## src/rtl/acc_pkg.sv

```systemverilog
// Shared types and sizing helpers for the result-FIFO drain block.
package acc_pkg;

    typedef enum logic [1:0] {
        DRAIN_ST_COLLECT = 2'd0,
        DRAIN_ST_DRAIN   = 2'd1,
        DRAIN_ST_OUT     = 2'd2
    } drain_state_e;

    localparam int DATA_W = 12;

    // Sum width large enough that GROUP_LEN full-scale words can never overflow.
    function automatic int SUM_W(input int data_w, input int group_len);
        return data_w + $clog2(group_len);
    endfunction

endpackage

```

## src/rtl/fifo_result_drain_if.sv

```systemverilog
// FIFO read port and result handshake of the drain block; master is the drain side.
interface fifo_result_drain_if #(
    parameter int DATA_W    = acc_pkg::DATA_W,
    parameter int GROUP_LEN = 4
);
    localparam int SUM_BITS = acc_pkg::SUM_W(DATA_W, GROUP_LEN);
    localparam int CNT_W    = $clog2(GROUP_LEN + 1);

    logic                fifo_empty;
    logic                fifo_rd_en;
    logic [DATA_W-1:0]   fifo_dout;
    logic                res_valid;
    logic                res_ready;
    logic [SUM_BITS-1:0] res_sum;
    logic [DATA_W-1:0]   res_max;
    logic [CNT_W-1:0]    res_count;

    modport master (
        input  fifo_empty, fifo_dout, res_ready,
        output fifo_rd_en, res_valid, res_sum, res_max, res_count
    );

    modport slave (
        output fifo_empty, fifo_dout, res_ready,
        input  fifo_rd_en, res_valid, res_sum, res_max, res_count
    );

endinterface

```

## src/rtl/rd_latency_pipe.sv

```systemverilog
// Valid shift register that tracks each FIFO pop until its data appears on fifo_dout.
module rd_latency_pipe #(
    parameter int DEPTH = 1
) (
    input  logic clk,
    input  logic clr,
    input  logic in_valid,
    output logic out_valid
);

    logic [DEPTH-1:0] sr;

    generate
        if (DEPTH == 1) begin : g_single
            always_ff @(posedge clk) begin
                if (clr) sr <= '0;
                else     sr <= in_valid;
            end
        end else begin : g_multi
            always_ff @(posedge clk) begin
                if (clr) sr <= '0;
                else     sr <= {sr[DEPTH-2:0], in_valid};
            end
        end
    endgenerate

    assign out_valid = sr[DEPTH-1];

endmodule

```

## src/rtl/fifo_result_drain.sv

```systemverilog
// Result FIFO consumer: pops words, groups GROUP_LEN of them, presents sum/max/count downstream.
// Define DRAIN_STATS_EN to add the stat_words / stat_groups counters.
//
// state   | meaning
// COLLECT | issue pops while room in group, accumulate returning words
// DRAIN   | group closed, waiting for in-flight words to return
// OUT     | result presented, held until res_ready
module fifo_result_drain
    import acc_pkg::*;
#(
    parameter int DATA_W     = acc_pkg::DATA_W,
    parameter int GROUP_LEN  = 4,
    parameter int RD_LATENCY = 1
) (
    input  logic                clk,
    input  logic                rst,
    fifo_result_drain_if.master bus,
    input  logic                flush,
    output logic                busy
`ifdef DRAIN_STATS_EN
    ,
    output logic [31:0]         stat_words,
    output logic [15:0]         stat_groups
`endif
);

    localparam int SUM_BITS = SUM_W(DATA_W, GROUP_LEN);
    localparam int CNT_W    = $clog2(GROUP_LEN + 1);
    localparam logic [CNT_W-1:0] GL_CNT = CNT_W'(GROUP_LEN);

    drain_state_e state, state_nxt;

    logic [CNT_W-1:0]    issued, received, rcv_nxt;
    logic [SUM_BITS-1:0] acc_sum, sum_nxt, res_sum_q;
    logic [DATA_W-1:0]   acc_max, max_nxt, res_max_q;
    logic [CNT_W-1:0]    res_count_q;
    logic                flush_pending, flush_carry;
    logic                pop, sample, accept, closing, complete;

    // A pending flush only blocks pops once the group holds a word, so a flush carried
    // over from OUT still lets the next group collect its first word.
    assign pop = (state == DRAIN_ST_COLLECT) && !bus.fifo_empty && (issued < GL_CNT)
                 && !(flush_pending && (issued != '0)) && !rst;

    rd_latency_pipe #(.DEPTH(RD_LATENCY)) u_rd_pipe (
        .clk       (clk),
        .clr       (rst),
        .in_valid  (pop),
        .out_valid (sample)
    );

    assign rcv_nxt = received + CNT_W'(sample);
    assign sum_nxt = !sample ? acc_sum
                   : (received == '0) ? SUM_BITS'(bus.fifo_dout)
                   : acc_sum + SUM_BITS'(bus.fifo_dout);
    assign max_nxt = !sample ? acc_max
                   : ((received == '0) || (bus.fifo_dout > acc_max)) ? bus.fifo_dout
                   : acc_max;

    assign closing  = ((state == DRAIN_ST_COLLECT) &&
                       ((issued == GL_CNT) || (flush_pending && (issued != '0))))
                      || (state == DRAIN_ST_DRAIN);
    // Result is latched on the edge that samples the last word, so res_valid follows one cycle later.
    assign complete = closing && (rcv_nxt == issued);
    assign accept   = (state == DRAIN_ST_OUT) && bus.res_ready;

    always_ff @(posedge clk) begin
        if (rst) state <= DRAIN_ST_COLLECT;
        else     state <= state_nxt;
    end

    always_comb begin
        state_nxt = state;
        case (state)
            DRAIN_ST_COLLECT: begin
                if (complete)     state_nxt = DRAIN_ST_OUT;
                else if (closing) state_nxt = DRAIN_ST_DRAIN;
            end
            DRAIN_ST_DRAIN: begin
                if (complete) state_nxt = DRAIN_ST_OUT;
            end
            DRAIN_ST_OUT: begin
                if (accept) state_nxt = DRAIN_ST_COLLECT;
            end
            default: state_nxt = DRAIN_ST_COLLECT;
        endcase
    end

    always_comb begin
        bus.fifo_rd_en = pop;
        bus.res_valid  = (state == DRAIN_ST_OUT);
        busy           = !((state == DRAIN_ST_COLLECT) && (issued == '0));
    end

    assign bus.res_sum   = res_sum_q;
    assign bus.res_max   = res_max_q;
    assign bus.res_count = res_count_q;

    always_ff @(posedge clk) begin
        if (rst) begin
            issued        <= '0;
            received      <= '0;
            acc_sum       <= '0;
            acc_max       <= '0;
            res_sum_q     <= '0;
            res_max_q     <= '0;
            res_count_q   <= '0;
            flush_pending <= 1'b0;
            flush_carry   <= 1'b0;
        end else begin
            if (accept) begin
                issued        <= '0;
                received      <= '0;
                acc_sum       <= '0;
                acc_max       <= '0;
                flush_pending <= flush_carry | flush;
                flush_carry   <= 1'b0;
            end else begin
                issued   <= issued + CNT_W'(pop);
                received <= rcv_nxt;
                acc_sum  <= sum_nxt;
                acc_max  <= max_nxt;
                // A flush seen while a result is on offer belongs to the following group.
                if (flush) begin
                    if (state == DRAIN_ST_OUT)
                        flush_carry <= 1'b1;
                    else if ((state != DRAIN_ST_COLLECT) || (issued != '0) || pop)
                        flush_pending <= 1'b1;
                end
            end
            if (complete) begin
                res_sum_q   <= sum_nxt;
                res_max_q   <= max_nxt;
                res_count_q <= rcv_nxt;
            end
        end
    end

`ifdef DRAIN_STATS_EN
    always_ff @(posedge clk) begin
        if (rst) begin
            stat_words  <= '0;
            stat_groups <= '0;
        end else begin
            if (sample) stat_words  <= stat_words + 32'd1;
            if (accept) stat_groups <= stat_groups + 16'd1;
        end
    end
`endif

endmodule

```

## src/flat_wrapper.sv

```systemverilog
// flat-port wrapper written by rule: the top's interface ports become plain ports
module fifo_result_drain_flat import acc_pkg::*;
#(
    parameter int DATA_W     = acc_pkg::DATA_W,
    parameter int GROUP_LEN  = 4,
    parameter int RD_LATENCY = 1
)
  (clk, rst, flush, busy, bus_fifo_empty, bus_fifo_dout, bus_res_ready, bus_fifo_rd_en, bus_res_valid, bus_res_sum, bus_res_max, bus_res_count);
  fifo_result_drain_if #(.DATA_W(DATA_W), .GROUP_LEN(GROUP_LEN)) bus_i ();
  input  logic clk;
  input  logic rst;
  input  logic flush;
  output logic busy;
  input wire logic [$bits(bus_i.fifo_empty)-1:0] bus_fifo_empty;
  input wire logic [$bits(bus_i.fifo_dout)-1:0] bus_fifo_dout;
  input wire logic [$bits(bus_i.res_ready)-1:0] bus_res_ready;
  output wire logic [$bits(bus_i.fifo_rd_en)-1:0] bus_fifo_rd_en;
  output wire logic [$bits(bus_i.res_valid)-1:0] bus_res_valid;
  output wire logic [$bits(bus_i.res_sum)-1:0] bus_res_sum;
  output wire logic [$bits(bus_i.res_max)-1:0] bus_res_max;
  output wire logic [$bits(bus_i.res_count)-1:0] bus_res_count;
  assign bus_i.fifo_empty = bus_fifo_empty;
  assign bus_i.fifo_dout = bus_fifo_dout;
  assign bus_i.res_ready = bus_res_ready;
  assign bus_fifo_rd_en = bus_i.fifo_rd_en;
  assign bus_res_valid = bus_i.res_valid;
  assign bus_res_sum = bus_i.res_sum;
  assign bus_res_max = bus_i.res_max;
  assign bus_res_count = bus_i.res_count;
  fifo_result_drain #(.DATA_W(DATA_W), .GROUP_LEN(GROUP_LEN), .RD_LATENCY(RD_LATENCY)) u_core (.clk(clk), .rst(rst), .bus(bus_i), .flush(flush), .busy(busy));
endmodule
```

## config.mk

```make
export PLATFORM = sky130hd
export DESIGN_NAME = fifo_result_drain_flat
export DESIGN_NICKNAME = d
export VERILOG_FILES = /design/src/rtl/acc_pkg.sv /design/src/rtl/fifo_result_drain_if.sv /design/src/rtl/rd_latency_pipe.sv /design/src/rtl/fifo_result_drain.sv /design/src/flat_wrapper.sv
export SDC_FILE = /design/constraint.sdc
export NUM_CORES = 1
export LEC_CHECK = 0
export CORE_MARGIN = 1.5
export CORE_UTILIZATION = 45
export CTS_CLUSTER_SIZE = 25
export DETAILED_ROUTE_END_ITERATION = 8
export PLACE_DENSITY = 0.68
export SLEW_MARGIN = 20
export SYNTH_ARGS = -nofsm -noshare
export SYNTH_HDL_FRONTEND = slang
export SYNTH_SLANG_ARGS = --single-unit
```

## constraint.sdc

```tcl
create_clock -name clk -period 4.55 [get_ports clk]
set_input_delay 0.91 -clock clk [delete_from_list [all_inputs] [get_ports clk]]
set_output_delay 0.91 -clock clk [all_outputs]
set_load 0.01 [all_outputs]
```

==> out/metrics.csv, run 1 <==
metric,value,unit
path_max_fanout,4,
tritoncts.num_buffers,9,
cts-hold-fix-buffers,0,
final-setup-viol-count,0,
grt_first_pass_wirelength,13300,µm
ys_top_cells_by_area,"sky130_fd_sc_hd__dfxtp_1, sky130_fd_sc_hd__ha_1, sky130_fd_sc_hd__nor2_1, sky130_fd_sc_hd__mux2i_1, sky130_fd_sc_hd__a21oi_1",
hold_class,flip-flop to flip-flop,
final_worst_path_cycle_share,75.0,%
worstPathRequired,4.79,ns
worst_slew_pin_slew,0.864,ns
r2r_end,u_core.bus.res_sum[8],
layout.cells.most_common_list,"sky130_fd_sc_hd__dfxtp_1, sky130_fd_sc_hd__nor2_1, sky130_fd_sc_hd__clkdlybuf4s50_1",
hold_violations,0,
setup.worst_path.start_class,primary input,
detailedPlacementHpwl,5570,µm
clock_tree_from_tritoncts,built,
place.detailed.instances,525,
post_synth_most_frequent_cells,"sky130_fd_sc_hd__dfxtp_1, sky130_fd_sc_hd__nor2_1, sky130_fd_sc_hd__a21oi_1, sky130_fd_sc_hd__nand2_1, sky130_fd_sc_hd__ha_1",
port_buffers,48,
synthesis.nets,440,
post-layout-total-power,1.51,mW
fp.dieH,90.5,µm
route.met2.wl,3410,µm
timing.rr.start,u_core.u_rd_pipe.out_valid,
critical_path.slowest_cell,sky130_fd_sc_hd__a221oi_1,
place.gp.congestion,0.828,
synth_cells,394,
drt_pre_antenna_iters,4,
timing.setup.tns,0,ns
synth.most_common_cell,sky130_fd_sc_hd__dfxtp_1,
synth_chip_area,3440,µm²
flop_cell,sky130_fd_sc_hd__dfxtp_1,
clock-root-buffer,sky130_fd_sc_hd__clkbuf_8,
cellPowerDensity,361,nW/µm²
cts-resized-gates,0,
met1_length,4000,µm
maxCapViolations,0,
final_nets,483,
ff_latch_area,1320,µm²
worst_setup_hold_path_clk_slew,0.08,ns
final_common_cell,sky130_fd_sc_hd__dfxtp_1,
area.combinational,1990,µm²
max_stage_delay,0.59,ns
async_set_reset_flop_share_out_of_synthesis,0,%
drt-vias-per-instance,5.52,
chipWidth,90.5,µm
finalClockSkew,0.00833,ns
cts.htree.levels,3,
worst_path_dominant_cell_family,AND-OR/OR-AND gates,
first_global_vias,2767,
timing.max_slew.rel_slack,42.4,%
hold_path_end,u_core.bus.res_sum[5],
postLayoutSetupSlackWorst,1.14,ns
synth_area,3440,µm²
ys.flops,66,
worst_path_bufs_invs,1,
num_io_pins,49,
grt_setup_unrepaired,no,
dr.first_iter.drc_count,202,
critPathCaptureType,flip-flop,
floorplanUtilization,47.0,%
post-route-drc-count,0,
number_of_enable_flip_flop_cells,0,
avgSynthCellArea,8.74,µm²
worst_skew_pair.late_latency,0.34,ns
max-clock-path-buffers,2,
post_route_cells_drive_above_1_share,6.56,%
synthDominantAreaCellType,sky130_fd_sc_hd__dfxtp_1,
route.met3.wl,383,µm
worst_ir_drop_vdd,0.000222,V
chip_area,8190,µm²
final_period_minus_worst_setup_slack,3.41,ns
gr_overflow_total,0,
floorplan.core_area,7330,µm²
num-fill-cells,659,
ys_seq_share,38.4,%
row_count,31,
synth-warning-count,0,
diodes,0,
cp_cell_sequence,"clkdlybuf4s50_1, ha_1, fa_1, a21o_1, a221oi_1, o21ai_0, xor2_1, a21oi_1, o41ai_1",
final_cell_count_no_fill,541,
status,finished clean,
routed_antenna_nets,0,
tritoncts_sink_count,66,
power_leakage,1.68,nW
timing.hold.worst.start,u_core.bus.res_sum[5],
netlist.area_leader.share,38.4,%
worstRegToRegCells,8,
slew_viol_final,0,
crit_type,primary input to flip-flop,
area_growth_syn_to_layout,21.7,%
post-place-ws,0.855,ns
grt_start_max_net_pins,42,
post_cts_setup_buffers,0,
openroad.warnings,26,
synth-cells-yosys,394,
critical_path_at,3.66,ns
max_freq,293,MHz
timing.hold.worst_path_depth,2,
top_layer,met4,
timing.reg2reg.setup_slack,1.77,ns
antenna_found_initial,0,
synth_cell_type_count,53,
==> run 1: final cells by class <==
| type | count | share of cell area, % |
|---|---|---|
| Timing Repair Buffer | 53 | 12.4 |
| Multi-Input combinational cell | 294 | 47.4 |
| Tap cell | 99 | 2.96 |
| Clock buffer | 9 | 2.96 |
| Inverter | 13 | 1.16 |
| Sequential cell | 66 | 31.5 |
| Clock inverter | 7 | 1.64 |
==> run 1: per-stage QoR <==
step                instance area [µm²]  hold slack (ns)
finish                             4190            0.466
global route                       4190            0.497
CTS                                4190            0.472
detailed placement                 4000            0.452
global placement                   4000            0.448
floorplan                          3440            0.437
==> run 1: report_power, final <==
part | switching [mW] | leakage [nW] | internal [mW]
Sequential | 0.0261 | 0.537 | 0.621
Combinational | 0.207 | 1.05 | 0.166
Clock | 0.242 | 0.0954 | 0.252
Total | 0.475 | 1.68 | 1.04
==> run 1: sequential cells by signal, summed over array words and instances, names as in the netlist <==
signal	flops
u_core.u_rd_pipe.out_valid	1
u_core.issued	3
u_core.bus.res_sum	14
u_core.acc_sum	14
u_core.received	3
u_core.state	2
u_core.bus.res_max	12
u_core.flush_carry	1
u_core.flush_pending	1
u_core.bus.res_count	3
u_core.acc_max	12
==> run 1: kinds of logic (layout without fill, tap and decap cells) <==
group                      after synthesis  in the layout  share of synthesized area, %
xor gates and xnor gates                11             11                          3.02
DFF                                     66             66                          38.4
buffers and inverters                   34             82                          3.92
muxes                                   17             17                          4.98
AOI/OAI and AO/OA                      103            103                          20.0
adders and majority gates               29             29                          10.8
and+or+nand+nor                        134            134                          18.9
==> run 1: worst max-delay path by stage <==
stage                     cells past startpoint  slack [ns]              from                      to
after floorplan                               8        1.68  bus_fifo_dout[0]  u_core.bus.res_sum[10]
after global placement                        9        0.83  bus_fifo_dout[0]  u_core.bus.res_sum[10]
after detailed placement                      9        0.86  bus_fifo_dout[0]   u_core.bus.res_sum[8]
after CTS                                     9        1.16  bus_fifo_dout[0]  u_core.bus.res_sum[10]
after global routing                          9        0.97  bus_fifo_dout[0]   u_core.bus.res_sum[8]
final                                         9        1.14  bus_fifo_dout[0]  u_core.bus.res_sum[10]
==> run 1: metal layers <==
| metal | up-vias | GRT usage (%) |
|---|---|---|
| met5 | - | 0 |
| li1 | 1512 | - |
| met4 | 0 | 7.41 |
| met1 | 1381 | 27.6 |
| met2 | 85 | 30.7 |
| met3 | 10 | 5.30 |
==> run 1: worst reg2reg max path, cell delays in order (launching register included) <==
cell                       delay (ns)
sky130_fd_sc_hd__dfxtp_1         0.30
sky130_fd_sc_hd__buf_4           0.20
sky130_fd_sc_hd__ha_1            0.23
sky130_fd_sc_hd__ha_1            0.20
sky130_fd_sc_hd__xnor2_2         0.20
sky130_fd_sc_hd__xnor2_1         0.16
sky130_fd_sc_hd__or4_1           0.80
sky130_fd_sc_hd__or3_1           0.40
sky130_fd_sc_hd__o221ai_1        0.19
**Run 1: routed metal, one colour a layer**

Two of the layers only.
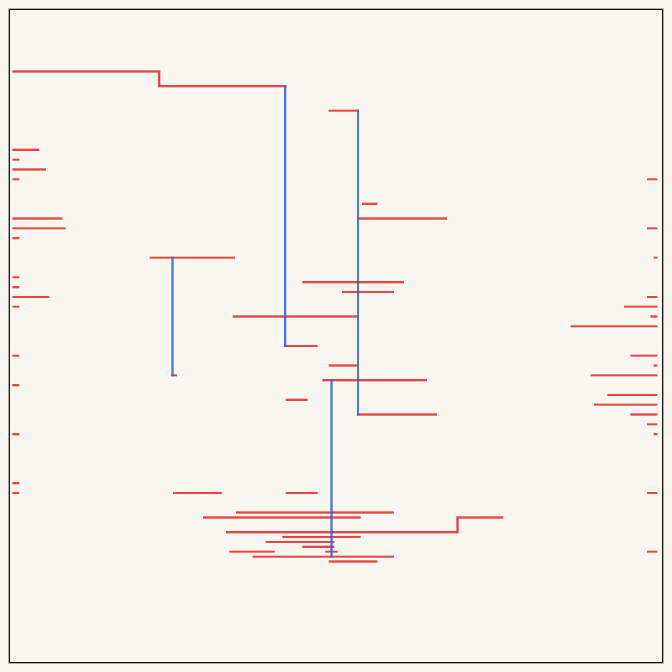
legend:
  blue:
    layer: metal 4
    wire_length: 119 µm
  red:
    layer: metal 3
    wire_length: 384 µm
Total Routing Usage GR: 20.3%
total number of vias: 2,988
post-detailed-route wirelength per cell: 14.6 µm
aggregate routed wire length: 7910 µm

**Run 1: signal wires on met3**

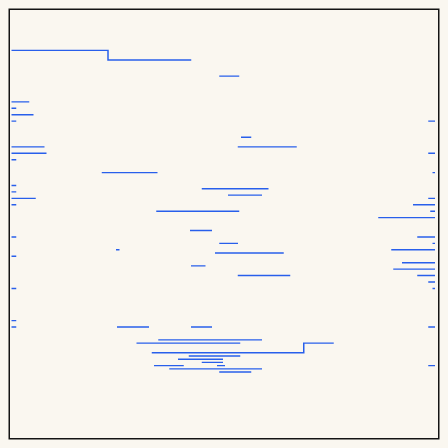
main direction: horizontal
nets with wire on the layer: 49
share of all routed wire: 4.9%
wire length on this layer: 384 µm

**Run 1: track usage over the die**

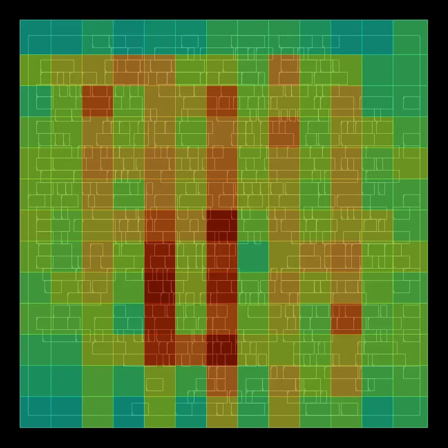
utilization of the core after routing: 57.2%
met1 layer usage reported by global route: 27.6%
global-route met3 utilization: 5.30%
layer with the highest usage after global routing: met2
met2 usage in global routing: 30.7%

**Run 1: sequential cells coloured by netlist name**

Other sequential cells in the stronger grey, the rest of the logic in the fainter grey.
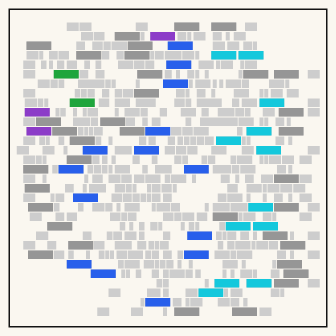
legend:
  purple:
    signal: `u_core.bus.res_count`
    sequential_cells: 3
  green:
    signal: `u_core.state`
    sequential_cells: 2
  blue:
    signal: `u_core.acc_sum`
    sequential_cells: 14
  cyan:
    signal: `u_core.acc_max`
    sequential_cells: 12
not coloured: 35

**Run 1: I/O pins on the die edge**

Pins as bars across the die edge, other pins in grey.
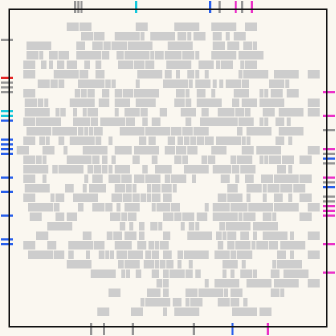

==> run 1 -> run 2 <==
PLACE_DENSITY = 0.71   (was 0.68)
clock period = 2.8 ns   (was 4.55 ns; I/O delays follow)
**Run 2: I/O pins on the die edge**

Pins as bars across the die edge, other pins in grey.
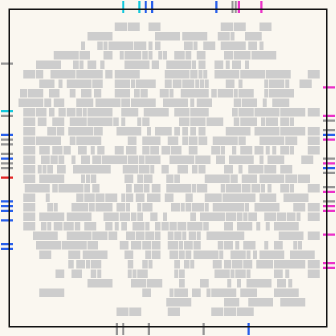
legend:
  cyan:
    port: `bus_res_count`
    pins: 3
    direction: output
    edge: 2 top, 1 left
  magenta:
    port: `bus_res_max`
    pins: 12
    direction: output
    edge: 10 right, 2 top
  red:
    port: `flush`
    pins: 1
    direction: input
    edge: left
  blue:
    port: `bus_res_sum`
    pins: 14
    direction: output
    edge: 8 left, 3 top, 2 right, 1 bottom

==> run 2 against run 1 <==
Against the previous run: combinational power is 91% higher; worst setup slack worse by 1.1 ns; register-to-register slack worse by 1.4 ns; highest routed layer unchanged; first-iteration DRC count is 30% lower; hold slack worse by 0.011 ns; flip-flop count stayed put; critical path depth stayed put; wire length is 8.2% higher; sequential power is 62% higher; die size stayed put.
==> out/metrics.csv, run 2 <==
metric,value,unit,change
grt_first_pass_wirelength,14300,µm,+7.5%
worstPathRequired,3.01,ns,-1.78 ns
path_max_fanout,6,,+2
clock-root-buffer,sky130_fd_sc_hd__clkbuf_8,,
slew_viol_final,0,,unchanged
ys.flops,66,,unchanged
detailedPlacementHpwl,6140,µm,+10%
layout.core_utilization,62.5,%,+5.3 points
post_cts_setup_buffers,0,,unchanged
chip_area,8190,µm²,unchanged
avgSynthCellArea,8.74,µm²,unchanged
tritoncts_sink_count,66,,unchanged
cts.htree.levels,3,,unchanged
worst_path_dominant_cell_family,buffers and inverters,,
chipWidth,90.5,µm,unchanged
synth-warning-count,0,,unchanged
port_buffers,48,,unchanged
endpoint,u_core.bus.res_max[10],,
floorplanUtilization,47.0,%,unchanged
max_freq,364,MHz,
floorplan.core_area,7330,µm²,unchanged
clock_power_share,34.1,%,+1.5 points
worstRegToRegCells,9,,+1
timing.reg2reg.setup_slack,0.38,ns,-1.39 ns
synth_cells,394,,unchanged
sw_frac_of_total,29.0,%,-2.4 points
final_common_cell,sky130_fd_sc_hd__dfxtp_1,,
drt_pre_antenna_iters,4,,unchanged
drt-vias-per-instance,5.41,,-2.1%
dr.first_iter.drc_count,141,,-30%
post-place-ws,-0.276,ns,-1.13 ns
worst_setup_hold_path_clk_slew,0.07,ns,about the same
postLayoutSetupSlackWorst,0.0521,ns,-1.08 ns
final_nets,515,,+6.6%
post_synth_most_frequent_cells,"sky130_fd_sc_hd__dfxtp_1, sky130_fd_sc_hd__nor2_1, sky130_fd_sc_hd__a21oi_1, sky130_fd_sc_hd__nand2_1, sky130_fd_sc_hd__ha_1",,
fp.dieH,90.5,µm,unchanged
place.detailed.instances,556,,+5.9%
status,finished clean,,
timing.setup.tns,0,ns,unchanged
grt_start_max_net_pins,42,,unchanged
holdWs,0.455,ns,-0.0114 ns
worst_path_bufs_invs,2,,+1
synth_area,3440,µm²,unchanged
tritoncts.num_buffers,9,,unchanged
number_of_enable_flip_flop_cells,0,,unchanged
final_worst_path_cycle_share,98.1,%,
post_route_cells_drive_above_1_share,15.4,%,+8.8 points
critical_path_at,2.96,ns,-0.70 ns
critPathLaunch,bus_fifo_dout[9],,
openroad.warnings,26,,unchanged
finish.instance_area,4580,µm²,+9.3%
flop_cell,sky130_fd_sc_hd__dfxtp_1,,
worst_ir_drop_vdd,0.000395,V,+78%
layout.cells.most_common_list,"sky130_fd_sc_hd__dfxtp_1, sky130_fd_sc_hd__nor2_1, sky130_fd_sc_hd__clkdlybuf4s50_1",,
first_global_vias,3012,,+8.9%
finalClockSkew,0.0113,ns,+0.00293 ns
placed_area,4260,µm²,+6.4%
cellPowerDensity,585,nW/µm²,+62%
synth_cell_type_count,53,,unchanged
crit_type,primary input to flip-flop,,
synth.most_common_cell,sky130_fd_sc_hd__dfxtp_1,,
timing.max_slew.rel_slack,41.1,%,-1.3 points
diodes,0,,unchanged
gr_overflow_total,0,,unchanged
row_count,31,,unchanged
final_period_minus_worst_setup_slack,2.75,ns,
cp_cell_sequence,"clkdlybuf4s50_1, ha_1, a21oi_2, o21ai_0, or4_1, o221ai_4, clkbuf_16, mux2i_2, a211oi_1",,
**Run 2: routed metal, one colour a layer**

Two of the layers only.
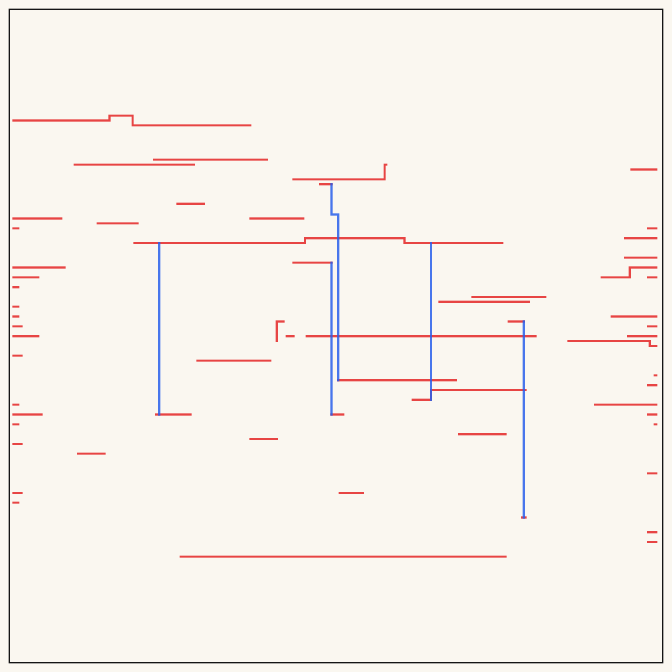
legend:
  red:
    layer: metal 3
    wire_length: 427 µm
  blue:
    layer: metal 4
    wire_length: 122 µm
total number of vias: 3,098
aggregate routed wire length: 8570 µm
Total Routing Usage GR: 21.4%
post-detailed-route wirelength per cell: 14.9 µm

==> run 2: cell counts after synthesis <==
Identical to the previous run, type by type.
==> run 2: timing repair <==
action                                  in CTS  in global routing
endpoints found under the setup margin       0                 30
resized                                      0                 14
hold buffers                                 0                  0
==> run 2: worst reg2reg max path, stage by stage (launching register included) <==
cell	delay [ns]
sky130_fd_sc_hd__dfxtp_1	0.35
sky130_fd_sc_hd__inv_1	0.05
sky130_fd_sc_hd__ha_1	0.31
sky130_fd_sc_hd__a21oi_2	0.16
sky130_fd_sc_hd__o21ai_0	0.08
sky130_fd_sc_hd__or4_1	0.53
sky130_fd_sc_hd__o221ai_4	0.25
sky130_fd_sc_hd__clkbuf_16	0.22
sky130_fd_sc_hd__mux2i_2	0.24
sky130_fd_sc_hd__a211oi_1	0.10
==> run 2: cell type report <==
class,instances,area [µm²]
Inverter,13,48.8
Fill cell,618,2750
Multi-Input combinational cell,294,2060
Tap cell,99,124
Timing Repair Buffer,85,801
Sequential cell,66,1320
Clock buffer,12,155
Clock inverter,4,73.8
==> run 2: logic make-up (layout without fill, tap and decap cells) <==
logic type / after synthesis / after routing / synth area share [%]
DFF: 66 / 66 / 38.4
xor gates and xnor gates: 11 / 11 / 3.02
buffers and inverters: 34 / 114 / 3.92
AOI/OAI and AO/OA: 103 / 103 / 20.0
muxes: 17 / 17 / 4.98
adders and majority gates: 29 / 29 / 10.8
and+or+nand+nor: 134 / 134 / 18.9
==> run 2: worst min-delay path by stage <==
stage,slack [ns],startpoint,endpoint
finish,0.45,u_core.bus.res_count[1],u_core.bus.res_count[1]
global route,0.49,u_core.bus.res_count[1],u_core.bus.res_count[1]
CTS,0.46,u_core.bus.res_count[1],u_core.bus.res_count[1]
detailed placement,0.45,u_core.bus.res_count[1],u_core.bus.res_count[1]
global placement,0.45,u_core.bus.res_count[1],u_core.bus.res_count[1]
floorplan,0.44,u_core.flush_carry,u_core.flush_carry
==> run 2: power by group through the flow <==
stage	sequential (mW)	clock (mW)	combinational, mW
detailed placement	1.07	0	0.676
finish	1.05	0.915	0.711
global route	1.06	0.974	0.781
CTS	1.05	0.931	0.680
floorplan	1.08	0	0.400
global placement	1.07	0	0.655
==> run 2: per-layer routing <==
layer  GRT usage, %  share of wire [%]  vias to the layer above
met5              0                  0                        -
met4           5.95                1.4                        0
met3           4.88                5.0                       10
met2           35.6                 47                       87
met1           27.6                 47                     1422
li1               -                  -                     1579
==> run 2 -> run 3 <==
HOLD_SLACK_MARGIN = 0.05   (was unset)
**Run 3: signal wires on met3**

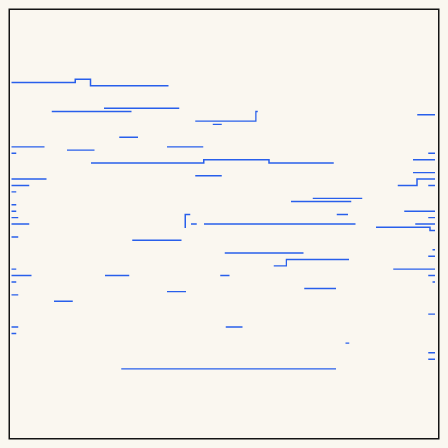
longest straight run: 45.1 µm
share of all routed wire: 5.0%
main direction: horizontal
wire length on this layer: 427 µm
global-route met3 utilization: 4.88%

==> run 3 against run 2 <==
Against the previous run: clock skew stayed put; first-iteration DRC count unchanged; area after synthesis unchanged; utilization stayed put; via count stayed put; die size unchanged; worst setup slack is the same; register-to-register slack is essentially flat; wire length is the same; fmax did not move; global-route usage did not move; critical path type unchanged; largest cell class unchanged; largest power group unchanged.
==> out/metrics.csv, run 3 <==
metric,value,unit,change
worst_path_bufs_invs,2,,unchanged
timing.reg2reg.setup_slack,0.38,ns,about the same
internal_power,1.90,mW,
r2r_end,u_core.bus.res_max[10],,
critPathLaunch,bus_fifo_dout[9],,
netlist.area_leader.share,38.4,%,
antenna_found_initial,0,,
holdWs,0.455,ns,unchanged
p_comb_share,26.5,%,
worst_path_dominant_cell_family,buffers and inverters,,
critical_path_depth,9,,
ys_seq_share,38.4,%,
max_stage_delay,0.53,ns,
worst_setup_hold_path_clk_slew,0.07,ns,about the same
worstPathRequired,3.01,ns,about the same
finalClockSkew,0.0113,ns,unchanged
num_io_pins,49,,
worst_skew_pair.late_latency,0.34,ns,
final_period_minus_worst_setup_slack,2.75,ns,unchanged
floorplanUtilization,47.0,%,unchanged
max_freq,364,MHz,unchanged
port_buffers,48,,unchanged
finish.instance_area,4580,µm²,unchanged
clock_tree_from_tritoncts,built,,
cp_cell_sequence,"clkdlybuf4s50_1, ha_1, a21oi_2, o21ai_0, or4_1, o221ai_4, clkbuf_16, mux2i_2, a211oi_1",,
detailedPlacementHpwl,6140,µm,unchanged
power_leakage,1.85,nW,
final_worst_path_cycle_share,98.1,%,unchanged
synthesis.nets,440,,
final_cell_count_no_fill,573,,
ys.flops,66,,unchanged
cellPowerDensity,585,nW/µm²,unchanged
path_max_fanout,6,,unchanged
chip_area,8190,µm²,unchanged
synthDominantAreaCellType,sky130_fd_sc_hd__dfxtp_1,,
post-route-drc-count,0,,
globalRouteTotalUtil,21.4,%,unchanged
synth_area,3440,µm²,unchanged
grt_start_max_net_pins,42,,unchanged
number_of_enable_flip_flop_cells,0,,unchanged
async_set_reset_flop_share_out_of_synthesis,0,%,
area_growth_syn_to_layout,33.0,%,
timing.rr.start,u_core.acc_max[9],,
critical_path_at,2.96,ns,about the same
place.detailed.instances,556,,unchanged
sw_frac_of_total,29.0,%,unchanged
synth_cells,394,,unchanged
clock-root-buffer,sky130_fd_sc_hd__clkbuf_8,,
power.switching,0.776,mW,
hold_violations,0,,
floorplan.core_area,7330,µm²,unchanged
synth-warning-count,0,,unchanged
clock_power_share,34.1,%,about the same
endpoint,u_core.bus.res_max[10],,
post_route_cells_drive_above_1_share,15.4,%,unchanged
timing.max_slew.rel_slack,41.1,%,unchanged
post_synth_most_frequent_cells,"sky130_fd_sc_hd__dfxtp_1, sky130_fd_sc_hd__nor2_1, sky130_fd_sc_hd__a21oi_1, sky130_fd_sc_hd__nand2_1, sky130_fd_sc_hd__ha_1",,
synth_cell_type_count,53,,unchanged
chipWidth,90.5,µm,unchanged
final-setup-viol-count,0,,
openroad.warnings,26,,unchanged
grt_first_pass_wirelength,14300,µm,unchanged
worstRegToRegCells,9,,unchanged
finalWirelength,8570,µm,unchanged
crit_type,primary input to flip-flop,,
avgSynthCellArea,8.74,µm²,unchanged
timing.setup.tns,0,ns,unchanged
gr_overflow_total,0,,unchanged
synth.most_common_cell,sky130_fd_sc_hd__dfxtp_1,,
placed_area,4260,µm²,unchanged
fp.dieH,90.5,µm,unchanged
row_count,31,,unchanged
synth_chip_area,3440,µm²,
max-clock-path-buffers,2,,
status,finished clean,,
num_vias,3098,,unchanged
ys_top_cells_by_area,"sky130_fd_sc_hd__dfxtp_1, sky130_fd_sc_hd__ha_1, sky130_fd_sc_hd__nor2_1, sky130_fd_sc_hd__mux2i_1, sky130_fd_sc_hd__a21oi_1",,
drt-vias-per-instance,5.41,,unchanged
first_global_vias,3012,,unchanged
hold_class,flip-flop to flip-flop,,
cts.htree.levels,3,,unchanged
critPathCaptureType,flip-flop,,
slew_viol_final,0,,unchanged
final_nets,515,,unchanged
layout.cells.most_common_list,"sky130_fd_sc_hd__dfxtp_1, sky130_fd_sc_hd__nor2_1, sky130_fd_sc_hd__clkdlybuf4s50_1",,
synth-cells-yosys,394,,
setup.worst_path.start_class,primary input,,
tritoncts.num_buffers,9,,unchanged
drt_pre_antenna_iters,4,,unchanged
flop_cell,sky130_fd_sc_hd__dfxtp_1,,
post_cts_setup_buffers,0,,unchanged
worst_ir_drop_vdd,0.000395,V,unchanged
worst_slew_pin_slew,0.877,ns,
p_seq_share,39.3,%,
diodes,0,,unchanged
final_common_cell,sky130_fd_sc_hd__dfxtp_1,,
maxCapViolations,0,,
drt-wirelength-per-cell,14.9,µm,unchanged
tritoncts_sink_count,66,,unchanged
dr.first_iter.drc_count,141,,unchanged
**Run 3: track usage over the die**

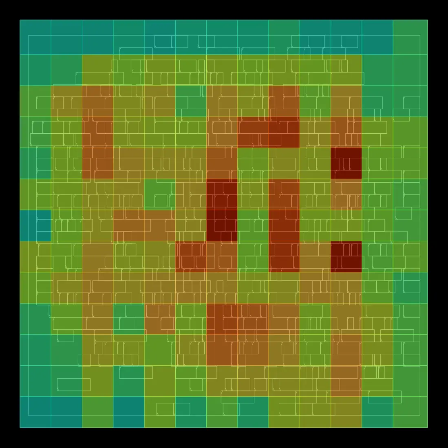
met1 layer usage reported by global route: 27.6%
met2 usage in global routing: 35.6%
utilization of the core after routing: 62.5%

## run 3: routing by layer
metal | vias up | track usage, % | share of wire (%)
li1 | 1579 | - | -
met1 | 1422 | 27.6 | 47
met2 | 87 | 35.6 | 47
met3 | 10 | 4.88 | 5.0
met4 | 0 | 5.95 | 1.4
met5 | - | 0 | 0
## run 3: cell type report
cell class	instances	area, µm²
clock buffer	12	155
clock inverter	4	73.8
fill	618	2750
inverter	13	48.8
multi-input combinational	294	2060
sequential	66	1320
tap	99	124
timing repair buffer	85	801
## run 3: cells by family after synthesis
| group | count (synthesis) | synth area share [%] |
|---|---|---|
| mux | 17 | 4.98 |
| fa+ha+maj | 29 | 10.8 |
| flops | 66 | 38.4 |
| simple gates | 134 | 18.9 |
| buf+inv | 34 | 3.92 |
| xor+xnor | 11 | 3.02 |
| compound gates | 103 | 20.0 |
## run 3: power by group through the flow
| stage | sequential (mW) | combinational, mW | clock [mW] |
|---|---|---|---|
| 2_1_floorplan | 1.08 | 0.400 | 0 |
| 3_3_place_gp | 1.07 | 0.655 | 0 |
| 3_5_place_dp | 1.07 | 0.676 | 0 |
| 4_1_cts | 1.05 | 0.680 | 0.931 |
| 5_1_grt | 1.06 | 0.781 | 0.974 |
| 6_report | 1.05 | 0.711 | 0.915 |
## run 3: worst min path at each step
stage,from,end,slack [ns],cells after the start
2_1_floorplan,u_core.flush_carry,u_core.flush_carry,0.44,2
3_3_place_gp,u_core.bus.res_count[1],u_core.bus.res_count[1],0.45,2
3_5_place_dp,u_core.bus.res_count[1],u_core.bus.res_count[1],0.45,2
4_1_cts,u_core.bus.res_count[1],u_core.bus.res_count[1],0.46,2
5_1_grt,u_core.bus.res_count[1],u_core.bus.res_count[1],0.49,2
6_report,u_core.bus.res_count[1],u_core.bus.res_count[1],0.45,2
## run 3: worst min-delay path: stages (launching register included)
cell and delay, ns:
sky130_fd_sc_hd__dfxtp_1 0.31, sky130_fd_sc_hd__nand2_1 0.05, sky130_fd_sc_hd__a21oi_1 0.05
## run 3: what timing repair did
item	in CTS	in global routing
hold buffers	0	0
gates resized	0	14
setup endpoints to repair	0	30
## run 3: stage by stage
stage / worst slack (ns) / power (mW)
floorplan: 0.282 / 1.48
global placement: -0.200 / 1.73
detailed placement: -0.276 / 1.75
CTS: 0.0522 / 2.66
global route: -0.0123 / 2.82
finish: 0.0521 / 2.68
Power and IR drop assume default switching activity.
